--- src/rtl/shift_reg_rx.sv ---
// -----------------------------------------------------------------------------
// shift_reg_rx
//   Serial-in, parallel-out receive shift register for the SSP receive path.
//   Each enabled clock shifts one serial bit into a WIDTH-bit register. A bit
//   counter flags every completed frame with a one-cycle pulse, so downstream
//   control can capture q without tracking bit position itself.
//
//   Shift direction is selected at build time by macro SHIFT_REG_RX_LSB_FIRST_EN:
//     undefined (default) : MSB-first, q <= {q[WIDTH-2:0], sig_i}
//     defined             : LSB-first, q <= {sig_i, q[WIDTH-1:1]}
//   Counter, frame pulse and reset behave identically in both builds.
//
// Parameters
//   WIDTH         frame length and width of q (2..32), default 8
//
// Ports
//   clk_i         system clock, all state updates on the rising edge
//   rst_i         synchronous active-high reset, priority over en
//   sig_i         serial receive data bit, sampled when en=1
//   en            shift enable; register and counter hold when low
//   q             registered parallel register contents
//   bit_cnt_o     registered count of bits received in current frame
//   frame_done_o  registered one-cycle pulse after the last bit of a frame
// -----------------------------------------------------------------------------
module shift_reg_rx #(
  parameter int WIDTH = 8
) (
  input  logic                     clk_i,
  input  logic                     rst_i,
  input  logic                     sig_i,
  input  logic                     en,
  output logic [WIDTH-1:0]         q,
  output logic [$clog2(WIDTH)-1:0] bit_cnt_o,
  output logic                     frame_done_o
);

  localparam int            CNT_W    = $clog2(WIDTH);
  localparam logic [CNT_W-1:0] LAST_BIT = CNT_W'(WIDTH - 1);

  logic [WIDTH-1:0] r_q;
  logic [CNT_W-1:0] r_bit_cnt;
  logic             r_frame_done;

  logic [WIDTH-1:0] w_q_shifted;
  logic             w_last_bit;

  // Next register contents with the new bit inserted at the build's entry end.
  function automatic logic [WIDTH-1:0] shift_in(input logic [WIDTH-1:0] cur,
                                                input logic             din);
`ifdef SHIFT_REG_RX_LSB_FIRST_EN
    shift_in = {din, cur[WIDTH-1:1]};
`else
    shift_in = {cur[WIDTH-2:0], din};
`endif
  endfunction

  assign w_q_shifted = shift_in(r_q, sig_i);
  assign w_last_bit  = (r_bit_cnt == LAST_BIT);

  // Register stage: shift data, count bits, raise the frame pulse on wrap.
  always_ff @(posedge clk_i) begin
    if (rst_i) begin
      r_q          <= '0;
      r_bit_cnt    <= '0;
      r_frame_done <= 1'b0;
    end else if (en) begin
      r_q <= w_q_shifted;
      if (w_last_bit) begin
        r_bit_cnt    <= '0;
        r_frame_done <= 1'b1;
      end else begin
        r_bit_cnt    <= r_bit_cnt + 1'b1;
        r_frame_done <= 1'b0;
      end
    end else begin
      // Hold data and count; the pulse only ever lasts one cycle.
      r_frame_done <= 1'b0;
    end
  end

  assign q            = r_q;
  assign bit_cnt_o    = r_bit_cnt;
  assign frame_done_o = r_frame_done;

endmodule

--- config.mk ---
export PLATFORM = sky130hd
export DESIGN_NAME = shift_reg_rx
export DESIGN_NICKNAME = d
export VERILOG_FILES = /design/src/rtl/shift_reg_rx.sv
export SDC_FILE = /design/constraint.sdc
export NUM_CORES = 1
export LEC_CHECK = 0
export ABC_CLOCK_PERIOD_IN_PS = 1300
export CORE_ASPECT_RATIO = 1.25
export CORE_UTILIZATION = 25
export CTS_CLUSTER_SIZE = 28
export DETAILED_ROUTE_END_ITERATION = 10
export PLACE_DENSITY_LB_ADDON = 0.15
export SLEW_MARGIN = 25
export SYNTH_ARGS = -nofsm -noshare
export SYNTH_HDL_FRONTEND = slang
export SYNTH_SLANG_ARGS = --single-unit
--- constraint.sdc ---
create_clock -name clk_i -period 1.3 [get_ports clk_i]
set_input_delay 0.13 -clock clk_i [delete_from_list [all_inputs] [get_ports clk_i]]
set_output_delay 0.13 -clock clk_i [all_outputs]
set_load 0.02 [all_outputs]
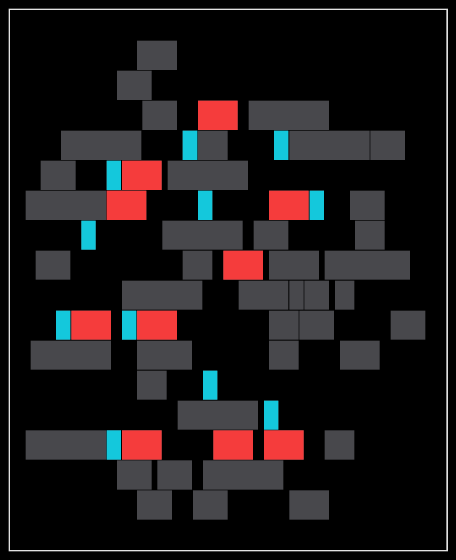
Fig. 1. Gate families picked out.
color	family	cells
cyan	NOR gates	11
red	multiplexers	10

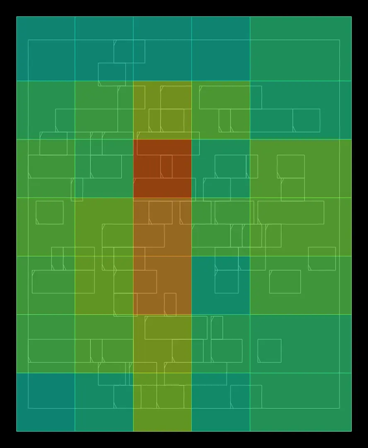
Fig. 2. Congestion heat map.
post-layout util: 40.94%
routing usage on met3: 4.566%
global routing's busiest layer: met2

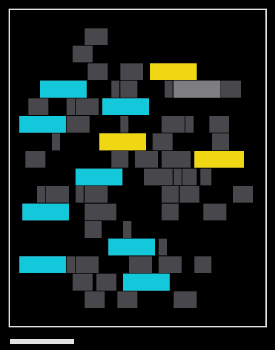
Fig. 3. Register map, names as in the netlist.
Bar = 10 um. Other sequential cells in the stronger gray, the rest of the logic in the fainter gray.
color	netlist name	placed flops
cyan	q	8
yellow	bit_cnt_o	3
not colored	1

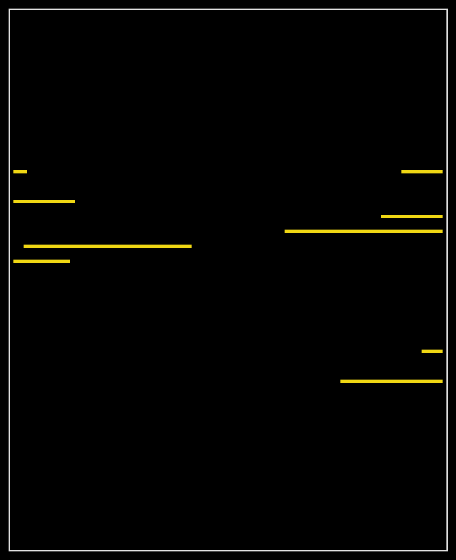
Fig. 4. Signal wires on met3.
nets with wire on the layer	8
wire length on this layer	59.3 um
share of all routed wire	7.0%
main direction	horizontal

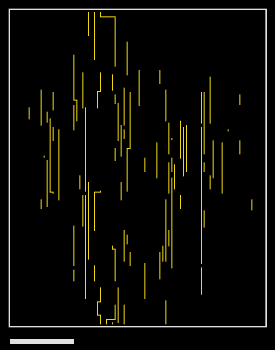
Fig. 5. The metal 2 layer.
Bar = 10 um.
nets with wire on the layer	59
main direction	vertical
share of all routed wire	48%

## final cells by class
type                    count  area, um^2  share of cell area, %
multi-input cells          27       190.2                  29.01
repair buffers             19       165.2                  25.19
well taps                  18       22.52                  3.435
flip-flops and latches     12       241.5                  36.83
clock buffers               4       36.28                  5.534
## what timing repair did
| item | in CTS | in global routing |
|---|---|---|
| buffers inserted | 0 | 1 |
| endpoints found under the setup margin | 12 | 1 |
| gates resized | 12 | 1 |
## layout by cell type (no fill, tap or decap)
cell / Yosys / final
sky130_fd_sc_hd__a21oi_1: 1 / 1
sky130_fd_sc_hd__buf_4: 1 / 4
sky130_fd_sc_hd__clkbuf_4: 0 / 3
sky130_fd_sc_hd__clkbuf_8: 0 / 1
sky130_fd_sc_hd__clkdlybuf4s50_1: 0 / 3
sky130_fd_sc_hd__dfxtp_1: 12 / 11
sky130_fd_sc_hd__dfxtp_2: 0 / 1
sky130_fd_sc_hd__dlygate4sd2_1: 0 / 12
sky130_fd_sc_hd__ha_1: 2 / 2
sky130_fd_sc_hd__mux2i_1: 10 / 10
sky130_fd_sc_hd__nand2_1: 1 / 1
sky130_fd_sc_hd__nand2b_1: 1 / 1
sky130_fd_sc_hd__nor2_1: 11 / 11
sky130_fd_sc_hd__or3b_1: 1 / 1
## power by group through the flow
stage	registers, mW	clock network [mW]	logic, mW
after floorplan	0.402	0	0.0312
after global placement	0.392	0	0.0800
after detailed placement	0.392	0	0.0797
after CTS	0.383	0.304	0.0739
after global routing	0.385	0.323	0.0829
final	0.383	0.295	0.0755
## critical path, cell delays in order, from the launching register on
cell	delay, ns
sky130_fd_sc_hd__dfxtp_2	0.33
sky130_fd_sc_hd__ha_1	0.19
sky130_fd_sc_hd__ha_1	0.19
sky130_fd_sc_hd__or3b_1	0.34
sky130_fd_sc_hd__a21oi_1	0.13
## sequential cells by signal (all words and copies together) (netlist names)
register	count
q	8
bit_cnt_o	3
frame_done_o	1
## logic make-up (layout without fill, tap and decap cells)
kind of cell	after synthesis	count (layout)	synth area share [%]
AND/OR/NAND/NOR	14	14	13.60
flip-flops	12	12	54.39
multiplexers	10	10	22.66
adder cells (fa/ha/maj)	2	2	5.665
buffers and inverters	2	23	2.549
AND-OR/OR-AND	1	1	1.132
## per-stage QoR
stage	hold slack, ns	utilization, %	instances
after floorplan	0.1991	-	41
after global placement	0.4799	39.06	75
after detailed placement	0.4858	39.06	75
after CTS	0.4805	40.39	79
after global routing	0.4802	40.94	80
final	0.4786	40.94	80
## routing by layer
layer / GRT usage [%] / up-vias / routed length, um
li1: - / 176 / -
met1: 11.65 / 164 / 372
met2: 15.03 / 8 / 407
met3: 4.566 / 2 / 59
met4: 6.897 / 0 / 6
met5: 0 / - / 0
## worst paths after layout
check | start | slack (ns) | cells past startpoint | to
max reg2reg | bit_cnt_o[0] | 0.05 | 4 | bit_cnt_o[0]
min reg2reg | bit_cnt_o[0] | 0.48 | 2 | bit_cnt_o[0]
max | bit_cnt_o[0] | 0.05 | 4 | bit_cnt_o[0]
min | bit_cnt_o[0] | 0.48 | 2 | bit_cnt_o[0]
==> flow_metrics.env <==
# yosys + openroad results
export IMPL_worst_slew_margin_rel_pct=85.65
export IMPL_post_drt_wl_per_cell_um=10.58
export IMPL_total_power_mw=0.7533
export IMPL_crit_path_arrival_time_ns=1.45
export IMPL_yosys_stat_chipArea_um2=441.7
export IMPL_core_region_area_mm2=0.001602
export IMPL_edf_count=0
export IMPL_worst_hold_check_path_type="reg2reg"
export IMPL_synth_cells=41
export IMPL_drt_first_iter_violations=6
export IMPL_largest_cells_by_area="sky130_fd_sc_hd__dfxtp_1 54%, sky130_fd_sc_hd__mux2i_1 23%, sky130_fd_sc_hd__nor2_1 9.3%"
export IMPL_timing_critical_path_fanout_max=3
export IMPL_post_synth_cell_area_avg_um2=10.77
export IMPL_fin_skew_ns=0.003406
export IMPL_result_of_the_run="completed"
export IMPL_power_switching_share_pct=22.25
export IMPL_number_of_top_level_pins=16
export IMPL_initial_antenna_violation_count=0
export IMPL_worstSetupEndpointType="register"
export IMPL_globalplace_congestion=0.5966
export IMPL_floorplan_die_height_um=49.00
export IMPL_unrepaired_setup_endpoints_after_global_routing="no"
export IMPL_vias=350
export IMPL_hpwl_um=594.1
export IMPL_grt_overflow=0
export IMPL_ys_async_sr_fraction_pct=0
export IMPL_antennaDiodeCount=0
export IMPL_yosysMostFrequentCell="sky130_fd_sc_hd__dfxtp_1"
export IMPL_die_w_um=39.60
export IMPL_htree_num_levels=1
export IMPL_fin_setup_tns_ns=0
export IMPL_internal_cell_power_mw=0.5856
export IMPL_clock_sinks=12
export IMPL_worst_slew_pin_transition_ns=0.2161
export IMPL_first_global_vias=332
export IMPL_port_buffer_count=15
export IMPL_fillers=178
export IMPL_number_of_buffers_created_by_cts=3
export IMPL_drt_pass1_iter_count=2
export IMPL_final_max_slew_violation_count=0
export IMPL_postSynth_topFlopCell="sky130_fd_sc_hd__dfxtp_1"
export IMPL_floorplan_rows=16
export IMPL_p_leak_nw=0.3503
export IMPL_worst_endpoint_required_ns=1.50
export IMPL_finalHoldViolations=0
export IMPL_ctsHoldBuffers=0
export IMPL_relative_area_change_from_synthesis_to_final_layout_pct=48.44
export IMPL_syn_warnings=0
export IMPL_chip_area_mm2=0.001940
export IMPL_postPlaceCellArea_um2=625.6
export IMPL_cts_buffer_depth=2
export IMPL_fmaxAchievable_mhz=800.7
export IMPL_cts_root_buf="sky130_fd_sc_hd__clkbuf_4"
export IMPL_finalSetupViolations=0
export IMPL_layout_setup_ws_ns=0.05102
export IMPL_finalWorstPathRequiredPeriod_ns=1.249
export IMPL_synth_flops=12
export IMPL_unique_cell_types=10
export IMPL_tritoncts="yes"
export IMPL_power_clock_fraction_pct=39.1
export IMPL_synth_top_cell_area_share_pct=54.39
export IMPL_timing_setup_critical_path_class="reg2reg"
export IMPL_synth_cell_area_um2=441.7
export IMPL_clk_insertion_delay_late_ns=0.27
export IMPL_stage_log_warnings=26
export IMPL_peak_supply_drop_mv=0.6599
export IMPL_layout_drive_gt1_share_pct=14.52
export IMPL_maximum_number_of_pins_on_one_net_before_global_route_repair=13
export IMPL_synth_cells_most_frequent="12 x sky130_fd_sc_hd__dfxtp_1, 11 x sky130_fd_sc_hd__nor2_1, 10 x sky130_fd_sc_hd__mux2i_1"
export IMPL_detail_route_wirelength_um=846
export IMPL_synthesis_nets=47
export IMPL_share_comb_of_total_power_pct=10.0
export IMPL_grt_first_pass_wirelength_mm=1.359
export IMPL_ys_cells=41
export IMPL_drc=0
export IMPL_avgViaCountPerCell=4.375
export IMPL_core_util_floorplan_pct=27.58
export IMPL_final_net_count=69
export IMPL_p_switching_mw=0.1676
export IMPL_post_place_ws_ns=0.05132
export IMPL_synth_largest_area_cell="sky130_fd_sc_hd__dfxtp_1"
export IMPL_finalCritPeriodShare_pct=96.08
export IMPL_power_sequential_fraction_pct=50.8
export IMPL_clk_pin_slew_worst_paths_ns=0.08
export IMPL_cap_violations=0
Power figures rest on the tool's default switching activity, not on a simulated workload.
